**The metal 1 layer**

Bar = 100 µm. Supply wires on this layer in gray.
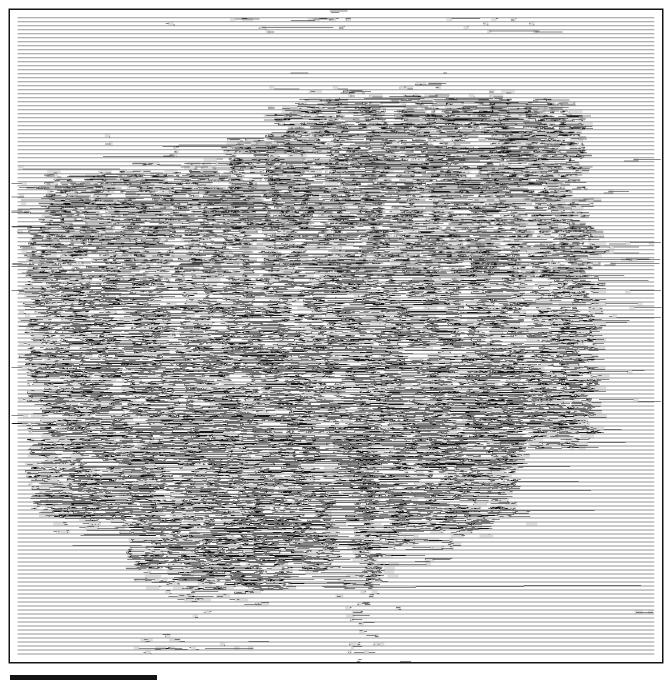
**Sequential cells colored by netlist name**

Bar = 100 µm. Other sequential cells in the stronger gray, the rest of the logic in the fainter gray.
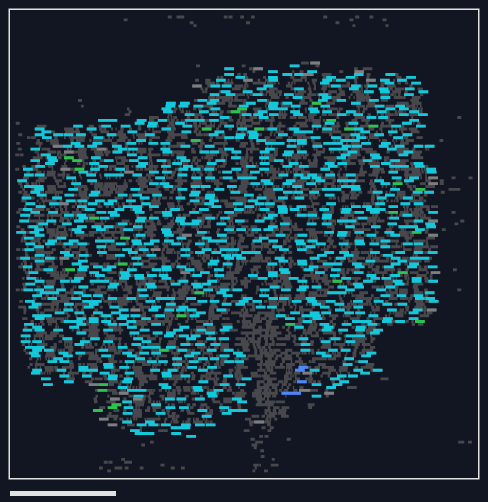
## src/rtl/register_file_32x32_if.sv

```systemverilog
// Register file access bus: write port, dual read ports and clear control.
// Modports: master drives requests, slave (the register file) returns data/busy.
interface register_file_32x32_if #(
    parameter int DATA_WIDTH = 32,
    parameter int ADDR_WIDTH = 5
);
    logic                  wr_en_i;
    logic [ADDR_WIDTH-1:0] wr_addr_i;
    logic [DATA_WIDTH-1:0] wr_data_i;
    logic                  rd_en_i;
    logic [ADDR_WIDTH-1:0] rd_addr_a_i;
    logic [ADDR_WIDTH-1:0] rd_addr_b_i;
    logic [DATA_WIDTH-1:0] rd_data_a_o;
    logic [DATA_WIDTH-1:0] rd_data_b_o;
    logic                  rd_valid_o;
    logic                  clear_i;
    logic                  busy_o;

    modport master (
        output wr_en_i, wr_addr_i, wr_data_i,
        output rd_en_i, rd_addr_a_i, rd_addr_b_i,
        output clear_i,
        input  rd_data_a_o, rd_data_b_o, rd_valid_o, busy_o
    );

    modport slave (
        input  wr_en_i, wr_addr_i, wr_data_i,
        input  rd_en_i, rd_addr_a_i, rd_addr_b_i,
        input  clear_i,
        output rd_data_a_o, rd_data_b_o, rd_valid_o, busy_o
    );
endinterface

```

## src/rtl/register_file_32x32.sv

```systemverilog
// 32x32 register file: one-hot write decode, two registered read ports with
// write bypass, and a one-entry-per-cycle clear engine. Ports: clk_i, rst_n_i, bus (slave).
module register_file_32x32 #(
    parameter int DATA_WIDTH = 32,
    parameter int ADDR_WIDTH = 5,
    parameter int ZERO_REG   = 1
) (
    input  logic clk_i,
    input  logic rst_n_i,
    register_file_32x32_if.slave bus
);
    localparam int NUM_REGS = 2 ** ADDR_WIDTH;

    localparam logic [0:0] IDLE  = 1'b0;
    localparam logic [0:0] CLEAR = 1'b1;

    localparam logic [ADDR_WIDTH-1:0] LAST = ADDR_WIDTH'(NUM_REGS - 1);

    logic [0:0]            state;
    logic [ADDR_WIDTH-1:0] clr_cnt;
    logic [DATA_WIDTH-1:0] regs [NUM_REGS];
    logic [NUM_REGS-1:0]   wr_sel;
    logic                  idle;
    logic                  clear_go;
    logic                  rd_go;
    logic [DATA_WIDTH-1:0] nxt_a;
    logic [DATA_WIDTH-1:0] nxt_b;

    assign idle     = (state == IDLE);
    assign clear_go = idle && bus.clear_i;
    // A clear request in IDLE suppresses any same-cycle read or write.
    assign rd_go    = idle && bus.rd_en_i && !bus.clear_i;

    always_comb begin
        wr_sel = '0;
        for (int i = 0; i < NUM_REGS; i++) begin
            wr_sel[i] = idle && bus.wr_en_i && !bus.clear_i
                        && (bus.wr_addr_i == ADDR_WIDTH'(i))
                        && !((ZERO_REG != 0) && (i == 0));
        end
    end

    // Read value with bypass of a same-cycle write; hard zero on reg 0.
    function automatic logic [DATA_WIDTH-1:0] rd_val(
        input logic [ADDR_WIDTH-1:0] addr
    );
        if ((ZERO_REG != 0) && (addr == '0))
            return '0;
        if (bus.wr_en_i && (bus.wr_addr_i == addr))
            return bus.wr_data_i;
        return regs[addr];
    endfunction

    always_comb begin
        nxt_a = rd_val(bus.rd_addr_a_i);
        nxt_b = rd_val(bus.rd_addr_b_i);
    end

    always_ff @(posedge clk_i or negedge rst_n_i) begin
        if (!rst_n_i) begin
            state   <= IDLE;
            clr_cnt <= '0;
        end else begin
            unique case (1'b1)
                (state == CLEAR): begin
                    clr_cnt <= clr_cnt + 1'b1;
                    if (clr_cnt == LAST)
                        state <= IDLE;
                end
                clear_go: begin
                    state   <= CLEAR;
                    clr_cnt <= '0;
                end
                default: ;
            endcase
        end
    end

    always_ff @(posedge clk_i or negedge rst_n_i) begin
        if (!rst_n_i) begin
            for (int i = 0; i < NUM_REGS; i++)
                regs[i] <= '0;
        end else if (state == CLEAR) begin
            regs[clr_cnt] <= '0;
        end else begin
            for (int i = 0; i < NUM_REGS; i++)
                if (wr_sel[i])
                    regs[i] <= bus.wr_data_i;
        end
    end

    always_ff @(posedge clk_i or negedge rst_n_i) begin
        if (!rst_n_i) begin
            bus.rd_data_a_o <= '0;
            bus.rd_data_b_o <= '0;
            bus.rd_valid_o  <= 1'b0;
        end else begin
            bus.rd_valid_o <= rd_go;
            if (rd_go) begin
                bus.rd_data_a_o <= nxt_a;
                bus.rd_data_b_o <= nxt_b;
            end
        end
    end

    assign bus.busy_o = (state == CLEAR);
endmodule

```

## src/flat_wrapper.sv

```systemverilog
// flat-port wrapper written by rule: the top's interface ports become plain ports
module register_file_32x32_flat 
#(
    parameter int DATA_WIDTH = 32,
    parameter int ADDR_WIDTH = 5,
    parameter int ZERO_REG   = 1
)
  (clk_i, rst_n_i, bus_wr_en_i, bus_wr_addr_i, bus_wr_data_i, bus_rd_en_i, bus_rd_addr_a_i, bus_rd_addr_b_i, bus_clear_i, bus_rd_data_a_o, bus_rd_data_b_o, bus_rd_valid_o, bus_busy_o);
  register_file_32x32_if #(.DATA_WIDTH(DATA_WIDTH), .ADDR_WIDTH(ADDR_WIDTH)) bus_i ();
  input  logic clk_i;
  input  logic rst_n_i;
  input wire logic [$bits(bus_i.wr_en_i)-1:0] bus_wr_en_i;
  input wire logic [$bits(bus_i.wr_addr_i)-1:0] bus_wr_addr_i;
  input wire logic [$bits(bus_i.wr_data_i)-1:0] bus_wr_data_i;
  input wire logic [$bits(bus_i.rd_en_i)-1:0] bus_rd_en_i;
  input wire logic [$bits(bus_i.rd_addr_a_i)-1:0] bus_rd_addr_a_i;
  input wire logic [$bits(bus_i.rd_addr_b_i)-1:0] bus_rd_addr_b_i;
  input wire logic [$bits(bus_i.clear_i)-1:0] bus_clear_i;
  output wire logic [$bits(bus_i.rd_data_a_o)-1:0] bus_rd_data_a_o;
  output wire logic [$bits(bus_i.rd_data_b_o)-1:0] bus_rd_data_b_o;
  output wire logic [$bits(bus_i.rd_valid_o)-1:0] bus_rd_valid_o;
  output wire logic [$bits(bus_i.busy_o)-1:0] bus_busy_o;
  assign bus_i.wr_en_i = bus_wr_en_i;
  assign bus_i.wr_addr_i = bus_wr_addr_i;
  assign bus_i.wr_data_i = bus_wr_data_i;
  assign bus_i.rd_en_i = bus_rd_en_i;
  assign bus_i.rd_addr_a_i = bus_rd_addr_a_i;
  assign bus_i.rd_addr_b_i = bus_rd_addr_b_i;
  assign bus_i.clear_i = bus_clear_i;
  assign bus_rd_data_a_o = bus_i.rd_data_a_o;
  assign bus_rd_data_b_o = bus_i.rd_data_b_o;
  assign bus_rd_valid_o = bus_i.rd_valid_o;
  assign bus_busy_o = bus_i.busy_o;
  register_file_32x32 #(.DATA_WIDTH(DATA_WIDTH), .ADDR_WIDTH(ADDR_WIDTH), .ZERO_REG(ZERO_REG)) u_core (.clk_i(clk_i), .rst_n_i(rst_n_i), .bus(bus_i));
endmodule
```

## config.mk

```make
export PLATFORM = sky130hd
export DESIGN_NAME = register_file_32x32_flat
export DESIGN_NICKNAME = d
export VERILOG_FILES = /design/src/rtl/register_file_32x32_if.sv /design/src/rtl/register_file_32x32.sv /design/src/flat_wrapper.sv
export SDC_FILE = /design/constraint.sdc
export NUM_CORES = 2
export LEC_CHECK = 0
export CORE_MARGIN = 5
export CORE_UTILIZATION = 30
export CTS_CLUSTER_SIZE = 28
export DETAILED_ROUTE_END_ITERATION = 7
export GPL_ROUTABILITY_DRIVEN = 0
export PLACE_DENSITY = 0.54
export SYNTH_ARGS = -nofsm -noshare
export SYNTH_HDL_FRONTEND = slang
export SYNTH_SLANG_ARGS = --single-unit
export TNS_END_PERCENT = 10
```

## constraint.sdc

```tcl
create_clock -name clk_i -period 2.97 [get_ports clk_i]
set_input_delay 0.297 -clock clk_i [delete_from_list [all_inputs] [get_ports clk_i]]
set_output_delay 0.297 -clock clk_i [all_outputs]
set_load 0.02 [all_outputs]
```

==> flow_summary.json <==
{
  "status": "complete, no violations",
  "worstPathArrival_ps": 2550,
  "clock_skew_ps": 38.6,
  "top_area_share_pct": 48.7,
  "fmax_ghz": 0.352,
  "port_buffers": 117,
  "syn_area_um2": 56300,
  "synth-warning-count": 0,
  "hp-class": "primary input to flip-flop",
  "holdPathStages": 4,
  "die_w_um": 443,
  "async_flop_share_pct": 100,
  "clk_latency_ps": 770,
  "ys_sh_simple_pct": 7.62,
  "ant_nets": 0,
  "drive_above_1_share_pct": 19.9,
  "numCtsBuffers": 118,
  "path_delay_family": "buffers and inverters",
  "reg2reg_depth": 8,
  "tightest_slew_ps": 1430,
  "maxSlewViolCount": 0,
  "dpl.hpwl_mm": 144,
  "top_layer": "met5",
  "grt_setup_unrepaired": "no",
  "yosys.area.top_type": "dfrtp_1",
  "hold_viol_final": 0,
  "r2r-start": "u_core.clr_cnt[0]",
  "syn_avg_cell_area_um2": 11.5,
  "ys_top_cells_by_count": "dfrtp_1, nand2_1, o21ai_0, mux4_2, clkbuf_1",
  "powerDensity_nw_per_um2": 599,
  "ys_sh_aoi_pct": 18.7,
  "use_met2_pct": 37.4,
  "nNetsFinal": 4981,
  "die_y_um": 443,
  "wl_per_cell_um": 32.5,
  "cp-end-kind": "output port",
  "area_leaders": "dfrtp_1, mux4_2, a22o_1, nand2_1, o21ai_0",
  "ys.flops": 1095,
  "clock_path_buffers": 3,
  "ys_cells": 4913,
  "finalCriticalPeriod_ps": 2840,
  "setup_viol": 0,
  "crit_path_max_incr_delay_ps": 720,
  "syn_inst": 4913,
  "gr-total-overflow": 0,
  "flop_cell": "dfrtp_1",
  "worstPathCellList": "buf_12 -> clkdlybuf4s50_1",
  "htree_levels": 3,
  "core_um2": 187000,
  "warnings": 35,
  "clockRootBuffer": "clkbuf_16",
  "ys_chip_area_um2": 56300,
  "syn_to_final_growth_pct": 18.0,
  "die_area_um2": 196000,
  "track_usage_pct": 24.1,
  "drt_iter0_drc": 5762,
  "pin_count": 118,
  "drv_cap": 0,
  "met3_usage_pct": 6.25,
  "seq_area_frac_synth_pct": 48.7,
  "synthAdderAreaFrac_pct": 0.111,
  "grt_pass1_vias": 46600,
  "leakagePower_nw": 27.5,
  "top_usage_layer": "met2",
  "wl_met2_mm": 111,
  "clk_pin_slew_ps": 60,
  "synth_cell_types": 45,
  "crit_required_ps": 2670,
  "grt_max_degree": 108,
  "crit_slowest_cell": "clkdlybuf4s50_1",
  "netlist_logic_family_top": "multiplexers",
  "fp_nets": 4970
}
## Picture notes: 'the metal 1 layer'
longest straight run: 101 µm
nets with wire on the layer: 4756
share of all routed wire: 39%
main direction: horizontal
total routed wirelength: 244 mm
GR Util met1: 31.1%
vias: 46100

## Picture notes: 'sequential cells colored by netlist name'
legend:
  cyan:
    name_in_the_netlist: u_core.regs
    flops: 1024
  blue:
    name_in_the_netlist: u_core.clr_cnt
    flops: 5
  green:
    name_in_the_netlist: u_core.bus.rd_data_b_o
    flops: 32
not colored: 34
Seq/total area: 41.3%
Seq group: 16.4 mW
Core Util, Final: 35.5%
sequential cell area: 27400 µm²

[state kept, by name (all words and copies together) (netlist names)]
| signal | count |
|---|---|
| u_core.bus.rd_data_a_o | 32 |
| u_core.bus.rd_valid_o | 1 |
| u_core.clr_cnt | 5 |
| u_core.regs | 1024 |
| u_core.bus.rd_data_b_o | 32 |
| u_core.bus.busy_o | 1 |
[stage by stage]
step	worst slack, ps	std cells	power, mW	hold WS [ps]	cell area, µm²
floorplan	859	4913	19.8	1.41	56300
global placement	61.8	7298	24.4	302	62400
detailed placement	57.0	7298	24.5	331	62400
CTS	103	7511	39.9	56.5	66400
global route	62.9	7514	40.9	119	66400
finish	127	7517	39.8	95.4	66400
[cell type report]
type	count	area, µm²
Inverter	8	30.0
Multi-Input combinational cell	3273	27200
Clock buffer	181	3580
Clock inverter	31	453
Fill cell	18300	121000
Tap cell	2495	3120
Antenna cell	6	15.0
Timing Repair Buffer	428	4660
Sequential cell	1095	27400
[worst reg2reg max path, stage by stage, from the launching register on]
cell	delay [ps]
dfrtp_1	440
inv_1	100
ha_1	190
and2_1	350
buf_4	270
a21boi_4	840
buf_12	310
nand2_1	90
o21ai_0	80
[timing repair]
item | in CTS | in global routing
hold buffers | 1 | 0
hold endpoints to repair | 74 | 0
setup buffers | 0 | 0
gates resized | 0 | 0
[power breakdown]
group	internal (mW)	total (mW)	switching, mW
Combinational	2.65	7.96	5.31
Sequential	15.6	16.4	0.801
Clock	9.04	15.5	6.47
[placed cells by master, fill, tap and decap left out, types with 5 or more instances in the layout]
| cell | netlist | layout |
|---|---|---|
| dfrtp_1 | 1095 | 1094 |
| nand2_1 | 734 | 732 |
| o21ai_0 | 540 | 540 |
| mux4_2 | 384 | 384 |
| a22o_1 | 322 | 322 |
| mux2i_1 | 267 | 267 |
| o21ai_1 | 229 | 228 |
| buf_4 | 13 | 220 |
| a22oi_1 | 160 | 160 |
| a221oi_1 | 128 | 128 |
| clkbuf_16 | 0 | 120 |
| clkdlybuf4s50_1 | 0 | 108 |
| buf_12 | 0 | 91 |
| a21oi_1 | 87 | 78 |
| nand2b_1 | 58 | 56 |
| nor2b_1 | 49 | 46 |
| a211oi_1 | 42 | 42 |
| a211o_1 | 42 | 42 |
| and2_1 | 41 | 38 |
| clkbuf_8 | 0 | 36 |
| or3_1 | 34 | 34 |
| clkbuf_1 | 371 | 26 |
| mux2_2 | 23 | 23 |
| o211ai_1 | 23 | 23 |
| nand3_2 | 0 | 22 |
| a21boi_4 | 0 | 22 |
| clkinv_2 | 0 | 16 |
| nand3_1 | 36 | 14 |
| xnor2_1 | 11 | 11 |
| a21oi_4 | 0 | 9 |
| bufinv_16 | 0 | 9 |
| diode_2 | 0 | 6 |
| inv_1 | 8 | 6 |
| nor3_4 | 0 | 6 |
| nor2_4 | 0 | 5 |
| ha_1 | 5 | 5 |
[logic make-up (layout without fill, tap and decap cells)]
family,Yosys count,in the layout
other,0,6
adder cells (fa/ha/maj),5,5
flip-flops,1095,1095
AND/OR/NAND/NOR,983,983
AND-OR/OR-AND,1600,1600
XOR/XNOR,11,11
buffers and inverters,545,648
multiplexers,674,674
Power figures rest on the tool's default switching activity, not on a simulated workload.
